<file path="src/rtl/exec_hazard_ctrl_if.sv">
// Execute-stage hazard control bundle: decode/execute status in,
// PC / IF-ID / ID-EX control and perf counters out.
//   master : decode/execute side, drives status, samples controls
//   slave  : exec_hazard_ctrl, samples status, drives controls
interface exec_hazard_ctrl_if #(
   parameter int PC_W = 8
);
   logic            id_valid;
   logic [3:0]      id_instr;
   logic [3:0]      id_rs1;
   logic [3:0]      id_rs2;
   logic            ex_valid;
   logic [3:0]      ex_instr;
   logic [3:0]      ex_regdest;
   logic            jump_selector;
   logic [PC_W-1:0] jump_address;
   logic            mem_busy;
   logic            pc_we;
   logic            pc_sel;
   logic [PC_W-1:0] pc_next;
   logic            ifid_we;
   logic            ifid_flush;
   logic            idex_we;
   logic            idex_bubble;
   logic [15:0]     stall_count;
   logic [15:0]     flush_count;

   modport master (
      output id_valid, id_instr, id_rs1, id_rs2,
      output ex_valid, ex_instr, ex_regdest,
      output jump_selector, jump_address, mem_busy,
      input  pc_we, pc_sel, pc_next,
      input  ifid_we, ifid_flush, idex_we, idex_bubble,
      input  stall_count, flush_count
   );

   modport slave (
      input  id_valid, id_instr, id_rs1, id_rs2,
      input  ex_valid, ex_instr, ex_regdest,
      input  jump_selector, jump_address, mem_busy,
      output pc_we, pc_sel, pc_next,
      output ifid_we, ifid_flush, idex_we, idex_bubble,
      output stall_count, flush_count
   );
endinterface

</file>
<file path="src/rtl/exec_hazard_ctrl.sv">
// Execute-stage pipeline sequencer: load-use stalls, branch flush,
// memory-busy freeze. Ports: clkwire, rst (async, active-high), bus
// (exec_hazard_ctrl_if.slave). All outputs registered.
// Optional: HAZ_PERF_CNT_EN enables stall_count/flush_count.
module exec_hazard_ctrl #(
   parameter int FLUSH_CYCLES   = 2,
   parameter int LDSTALL_CYCLES = 1,
   parameter int PC_W           = 8
) (
   input  logic              clkwire,
   input  logic              rst,
   exec_hazard_ctrl_if.slave bus
);
   localparam logic [3:0] OP_LW = 4'b0011;
   localparam logic [2:0] FL_INIT = 3'(FLUSH_CYCLES - 1);
   localparam logic [2:0] LS_INIT = 3'(LDSTALL_CYCLES - 1);

   typedef enum logic [1:0] {
      RUN,
      LDSTALL,
      FLUSH,
      FREEZE
   } state_t;

   state_t          state;
   logic [2:0]      cnt;
   logic            pc_we_q;
   logic            pc_sel_q;
   logic [PC_W-1:0] pc_next_q;
   logic            ifid_we_q;
   logic            ifid_flush_q;
   logic            idex_we_q;
   logic            idex_bubble_q;
   logic            uses_rs2;
   logic            hazard;

   // lw has no rs2 operand, so its rs2 field must not trigger a stall
   always_comb begin
      uses_rs2 = (bus.id_instr != OP_LW);
      hazard   = bus.ex_valid & bus.id_valid
               & (bus.ex_instr == OP_LW)
               & ((bus.id_rs1 == bus.ex_regdest)
               | (uses_rs2
               & (bus.id_rs2 == bus.ex_regdest)));
   end

   always_ff @(posedge clkwire or posedge rst) begin
      if (rst) begin
         state         <= RUN;
         cnt           <= '0;
         pc_we_q       <= 1'b1;
         pc_sel_q      <= 1'b0;
         pc_next_q     <= '0;
         ifid_we_q     <= 1'b1;
         ifid_flush_q  <= 1'b0;
         idex_we_q     <= 1'b1;
         idex_bubble_q <= 1'b0;
      end else begin
         state         <= RUN;
         cnt           <= '0;
         pc_we_q       <= 1'b1;
         pc_sel_q      <= 1'b0;
         ifid_we_q     <= 1'b1;
         ifid_flush_q  <= 1'b0;
         idex_we_q     <= 1'b1;
         idex_bubble_q <= 1'b0;
         if (bus.jump_selector) begin
            state         <= FLUSH;
            cnt           <= FL_INIT;
            pc_sel_q      <= 1'b1;
            pc_next_q     <= bus.jump_address;
            ifid_flush_q  <= 1'b1;
            idex_bubble_q <= 1'b1;
         end else begin
            unique case (state)
               RUN: begin
                  if (bus.mem_busy) begin
                     state     <= FREEZE;
                     pc_we_q   <= 1'b0;
                     ifid_we_q <= 1'b0;
                     idex_we_q <= 1'b0;
                  end else if (hazard) begin
                     state         <= LDSTALL;
                     cnt           <= LS_INIT;
                     pc_we_q       <= 1'b0;
                     ifid_we_q     <= 1'b0;
                     idex_bubble_q <= 1'b1;
                  end
               end
               LDSTALL: begin
                  // a freeze drops the stall; decode is re-checked after
                  if (bus.mem_busy) begin
                     state     <= FREEZE;
                     pc_we_q   <= 1'b0;
                     ifid_we_q <= 1'b0;
                     idex_we_q <= 1'b0;
                  end else if (cnt != 3'd0) begin
                     state         <= LDSTALL;
                     cnt           <= cnt - 3'd1;
                     pc_we_q       <= 1'b0;
                     ifid_we_q     <= 1'b0;
                     idex_bubble_q <= 1'b1;
                  end
               end
               FLUSH: begin
                  // busy memory parks the flush with its count intact
                  if (bus.mem_busy) begin
                     state         <= FLUSH;
                     cnt           <= cnt;
                     pc_we_q       <= 1'b0;
                     ifid_we_q     <= 1'b0;
                     idex_we_q     <= 1'b0;
                     ifid_flush_q  <= 1'b1;
                     idex_bubble_q <= 1'b1;
                  end else if (cnt != 3'd0) begin
                     state         <= FLUSH;
                     cnt           <= cnt - 3'd1;
                     ifid_flush_q  <= 1'b1;
                     idex_bubble_q <= 1'b1;
                  end
               end
               FREEZE: begin
                  if (bus.mem_busy) begin
                     state     <= FREEZE;
                     pc_we_q   <= 1'b0;
                     ifid_we_q <= 1'b0;
                     idex_we_q <= 1'b0;
                  end
               end
               default: ;
            endcase
         end
      end
   end

   assign bus.pc_we       = pc_we_q;
   assign bus.pc_sel      = pc_sel_q;
   assign bus.pc_next     = pc_next_q;
   assign bus.ifid_we     = ifid_we_q;
   assign bus.ifid_flush  = ifid_flush_q;
   assign bus.idex_we     = idex_we_q;
   assign bus.idex_bubble = idex_bubble_q;

`ifdef HAZ_PERF_CNT_EN
   logic [15:0] stall_cnt_q;
   logic [15:0] flush_cnt_q;

   // a jump taken out of FREEZE is not counted as a redirect entry
   always_ff @(posedge clkwire or posedge rst) begin
      if (rst) begin
         stall_cnt_q <= '0;
         flush_cnt_q <= '0;
      end else begin
         if (state == LDSTALL && stall_cnt_q != 16'hFFFF)
            stall_cnt_q <= stall_cnt_q + 16'd1;
         if (bus.jump_selector && state != FREEZE
             && flush_cnt_q != 16'hFFFF)
            flush_cnt_q <= flush_cnt_q + 16'd1;
      end
   end

   assign bus.stall_count = stall_cnt_q;
   assign bus.flush_count = flush_cnt_q;
`else
   assign bus.stall_count = 16'h0000;
   assign bus.flush_count = 16'h0000;
`endif
endmodule

</file>
<file path="src/flat_wrapper.sv">
// flat-port wrapper written by rule: the top's interface ports become plain ports
module exec_hazard_ctrl_flat 
#(
   parameter int FLUSH_CYCLES   = 2,
   parameter int LDSTALL_CYCLES = 1,
   parameter int PC_W           = 8
)
  (clkwire, rst, bus_id_valid, bus_id_instr, bus_id_rs1, bus_id_rs2, bus_ex_valid, bus_ex_instr, bus_ex_regdest, bus_jump_selector, bus_jump_address, bus_mem_busy, bus_pc_we, bus_pc_sel, bus_pc_next, bus_ifid_we, bus_ifid_flush, bus_idex_we, bus_idex_bubble, bus_stall_count, bus_flush_count);
  exec_hazard_ctrl_if #(.PC_W(PC_W)) bus_i ();
  input  logic clkwire;
  input  logic rst;
  input wire logic [$bits(bus_i.id_valid)-1:0] bus_id_valid;
  input wire logic [$bits(bus_i.id_instr)-1:0] bus_id_instr;
  input wire logic [$bits(bus_i.id_rs1)-1:0] bus_id_rs1;
  input wire logic [$bits(bus_i.id_rs2)-1:0] bus_id_rs2;
  input wire logic [$bits(bus_i.ex_valid)-1:0] bus_ex_valid;
  input wire logic [$bits(bus_i.ex_instr)-1:0] bus_ex_instr;
  input wire logic [$bits(bus_i.ex_regdest)-1:0] bus_ex_regdest;
  input wire logic [$bits(bus_i.jump_selector)-1:0] bus_jump_selector;
  input wire logic [$bits(bus_i.jump_address)-1:0] bus_jump_address;
  input wire logic [$bits(bus_i.mem_busy)-1:0] bus_mem_busy;
  output wire logic [$bits(bus_i.pc_we)-1:0] bus_pc_we;
  output wire logic [$bits(bus_i.pc_sel)-1:0] bus_pc_sel;
  output wire logic [$bits(bus_i.pc_next)-1:0] bus_pc_next;
  output wire logic [$bits(bus_i.ifid_we)-1:0] bus_ifid_we;
  output wire logic [$bits(bus_i.ifid_flush)-1:0] bus_ifid_flush;
  output wire logic [$bits(bus_i.idex_we)-1:0] bus_idex_we;
  output wire logic [$bits(bus_i.idex_bubble)-1:0] bus_idex_bubble;
  output wire logic [$bits(bus_i.stall_count)-1:0] bus_stall_count;
  output wire logic [$bits(bus_i.flush_count)-1:0] bus_flush_count;
  assign bus_i.id_valid = bus_id_valid;
  assign bus_i.id_instr = bus_id_instr;
  assign bus_i.id_rs1 = bus_id_rs1;
  assign bus_i.id_rs2 = bus_id_rs2;
  assign bus_i.ex_valid = bus_ex_valid;
  assign bus_i.ex_instr = bus_ex_instr;
  assign bus_i.ex_regdest = bus_ex_regdest;
  assign bus_i.jump_selector = bus_jump_selector;
  assign bus_i.jump_address = bus_jump_address;
  assign bus_i.mem_busy = bus_mem_busy;
  assign bus_pc_we = bus_i.pc_we;
  assign bus_pc_sel = bus_i.pc_sel;
  assign bus_pc_next = bus_i.pc_next;
  assign bus_ifid_we = bus_i.ifid_we;
  assign bus_ifid_flush = bus_i.ifid_flush;
  assign bus_idex_we = bus_i.idex_we;
  assign bus_idex_bubble = bus_i.idex_bubble;
  assign bus_stall_count = bus_i.stall_count;
  assign bus_flush_count = bus_i.flush_count;
  exec_hazard_ctrl #(.FLUSH_CYCLES(FLUSH_CYCLES), .LDSTALL_CYCLES(LDSTALL_CYCLES), .PC_W(PC_W)) u_core (.clkwire(clkwire), .rst(rst), .bus(bus_i));
endmodule
</file>
<file path="config.mk">
export PLATFORM = sky130hd
export DESIGN_NAME = exec_hazard_ctrl_flat
export DESIGN_NICKNAME = d
export VERILOG_FILES = /design/src/rtl/exec_hazard_ctrl_if.sv /design/src/rtl/exec_hazard_ctrl.sv /design/src/flat_wrapper.sv
export SDC_FILE = /design/constraint.sdc
export NUM_CORES = 1
export LEC_CHECK = 0
export ABC_AREA = 1
export CORE_MARGIN = 2
export CORE_UTILIZATION = 34
export CTS_BUF_LIST = sky130_fd_sc_hd__clkbuf_8
export CTS_CLUSTER_DIAMETER = 30
export DETAILED_ROUTE_END_ITERATION = 10
export PLACE_DENSITY = 0.84
export RECOVER_POWER = 25
export SLEW_MARGIN = 20
export SYNTH_ARGS = -nofsm -noshare
export SYNTH_HDL_FRONTEND = slang
export SYNTH_SLANG_ARGS = --single-unit
</file>
<file path="constraint.sdc">
create_clock -name clkwire -period 1.3 [get_ports clkwire]
set_input_delay 0.26 -clock clkwire [delete_from_list [all_inputs] [get_ports clkwire]]
set_output_delay 0.26 -clock clkwire [all_outputs]
set_load 0.02 [all_outputs]
</file>
==> qor.log <==
[pwr] sequential cell fraction of total power 28.5%
[logic_synthesis] post-synth tally of flip-flops with integrated enable 0
[route] routed length on met1 1040 µm
[setup_path] CP Data Arrival Time 1.44 ns
[finish] area overhead of the layout relative to synthesis 52.0%
[logic_synthesis] Yosys cell types 21
[finish] cell class with the largest area share multi-input combinational cells
[logic_synthesis] Ys Warns 0
[route] amount of wire on met2 after detailed routing 1660 µm
[clocking] buffer levels on the longest clock path 2
[logic_synthesis] Cells after Synth 168
[setup_path] worst flop-to-flop path startpoint u_core.state[0]
[floorplanning] die height 65.1 µm
[pwr] Top power group combinational cells
[floorplanning] IO Count 80
[route] post-detailed-route wirelength per cell 10.3 µm
[timing] setup repair after global routing missed its margin true
[status] outcome completed
[global_routing] initial antenna violation count 0
[setup_path] Worst EP required 1.45 ns
[logic_synthesis] commonest cells in the synthesized netlist sky130_fd_sc_hd__nand2_1, sky130_fd_sc_hd__buf_4, sky130_fd_sc_hd__dfrtp_1, sky130_fd_sc_hd__inv_1, sky130_fd_sc_hd__nor2_1
[setup_path] startpoint type of the worst setup path flop
[finish] Final clock-cell share 2.86%
[clocking] post-cts repair resize count 39
[logic_synthesis] fraction of the mapped netlist area in adder cells 4.94%
[placement] cell count after placement 271
[setup_path] Critical Path End Type flop
[finish] count of inserted antenna diode cells 0
[logic_synthesis] simple-gate area share of the yosys netlist 25.6%
[logic_synthesis] most area-consuming cells after synthesis sky130_fd_sc_hd__dfrtp_1, sky130_fd_sc_hd__buf_4, sky130_fd_sc_hd__nand2_1
[route] DR top layer met3
[clocking] TritonCTS clock tree built
[job] Tool Warnings 32
[pwr] worst-case vdd ir drop 0.000862 V
[logic_synthesis] main logic family after synthesis buffers and inverters
[logic_synthesis] Mapped Avg Cell Area 7.54 µm²
[finish] most used logic cell in the final layout sky130_fd_sc_hd__nand2_1
[finish] area used by multi-input combinational logic 697 µm²
[route] residual antenna-violating net count after detailed routing 0
[floorplanning] standard cell core area 3630 µm²
[global_routing] gr usage total 13.7%
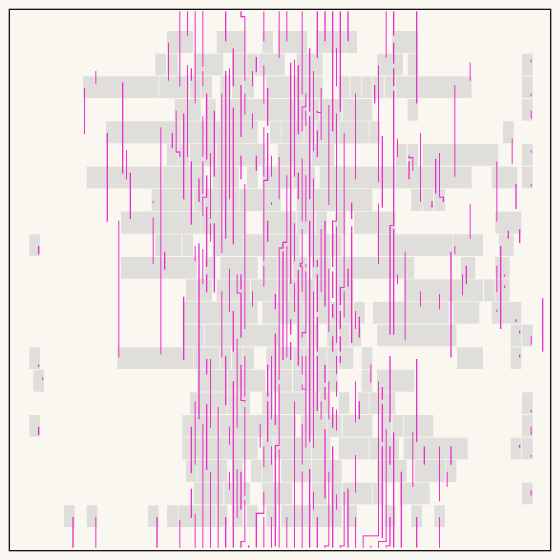
Figure 1: M2 wires.
share of all routed wire = 58%
nets with wire on the layer = 227
longest straight run = 27.2 µm
wire length on this layer = 1660 µm
main direction = vertical

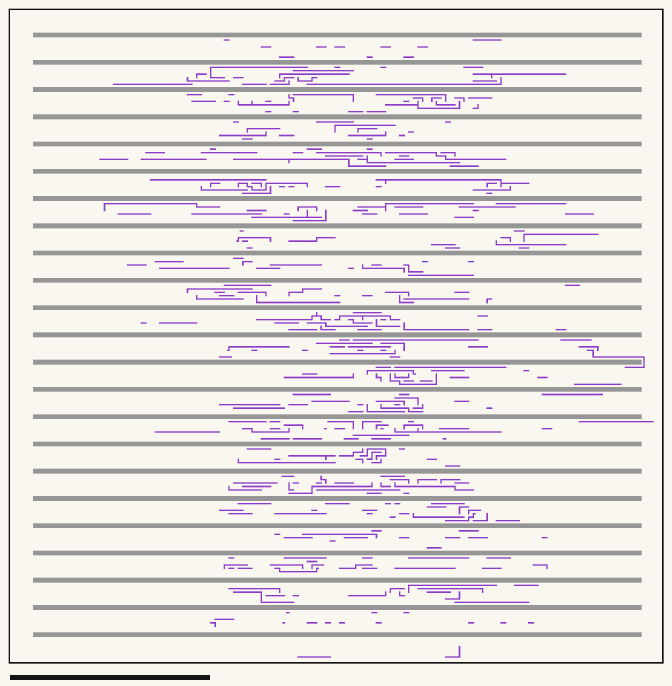
Figure 2: the metal 1 layer.
Scale bar: 20 µm. Supply wires on this layer in grey.
main direction = horizontal
wire length on this layer = 1040 µm

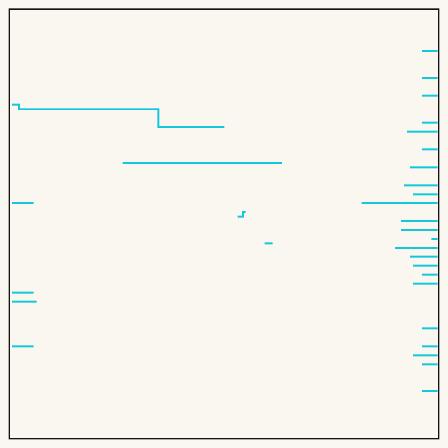
Figure 3: the metal 3 layer.
share of all routed wire = 5.4%
longest straight run = 23.9 µm
main direction = horizontal
wire length on this layer = 155 µm
nets with wire on the layer = 31
DRT Wirelength: 2860 µm
vias: 1123

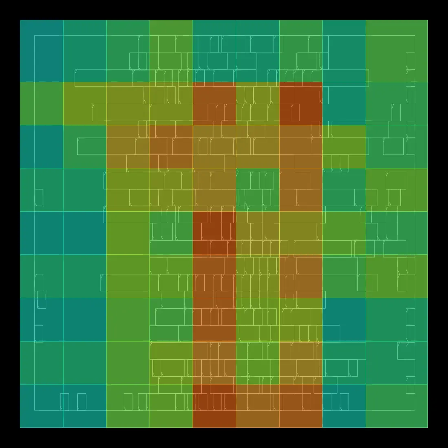
Figure 4: routing congestion map.
GR met1 Demand/Resource: 13.9%
fraction of the core area covered by cells at the end of the flow: 53.0%
met3 demand-to-capacity share in global routing: 3.82%
met2 capacity usage during global routing: 28.1%

No activity file was given, so power comes from the tool's default toggle rates.
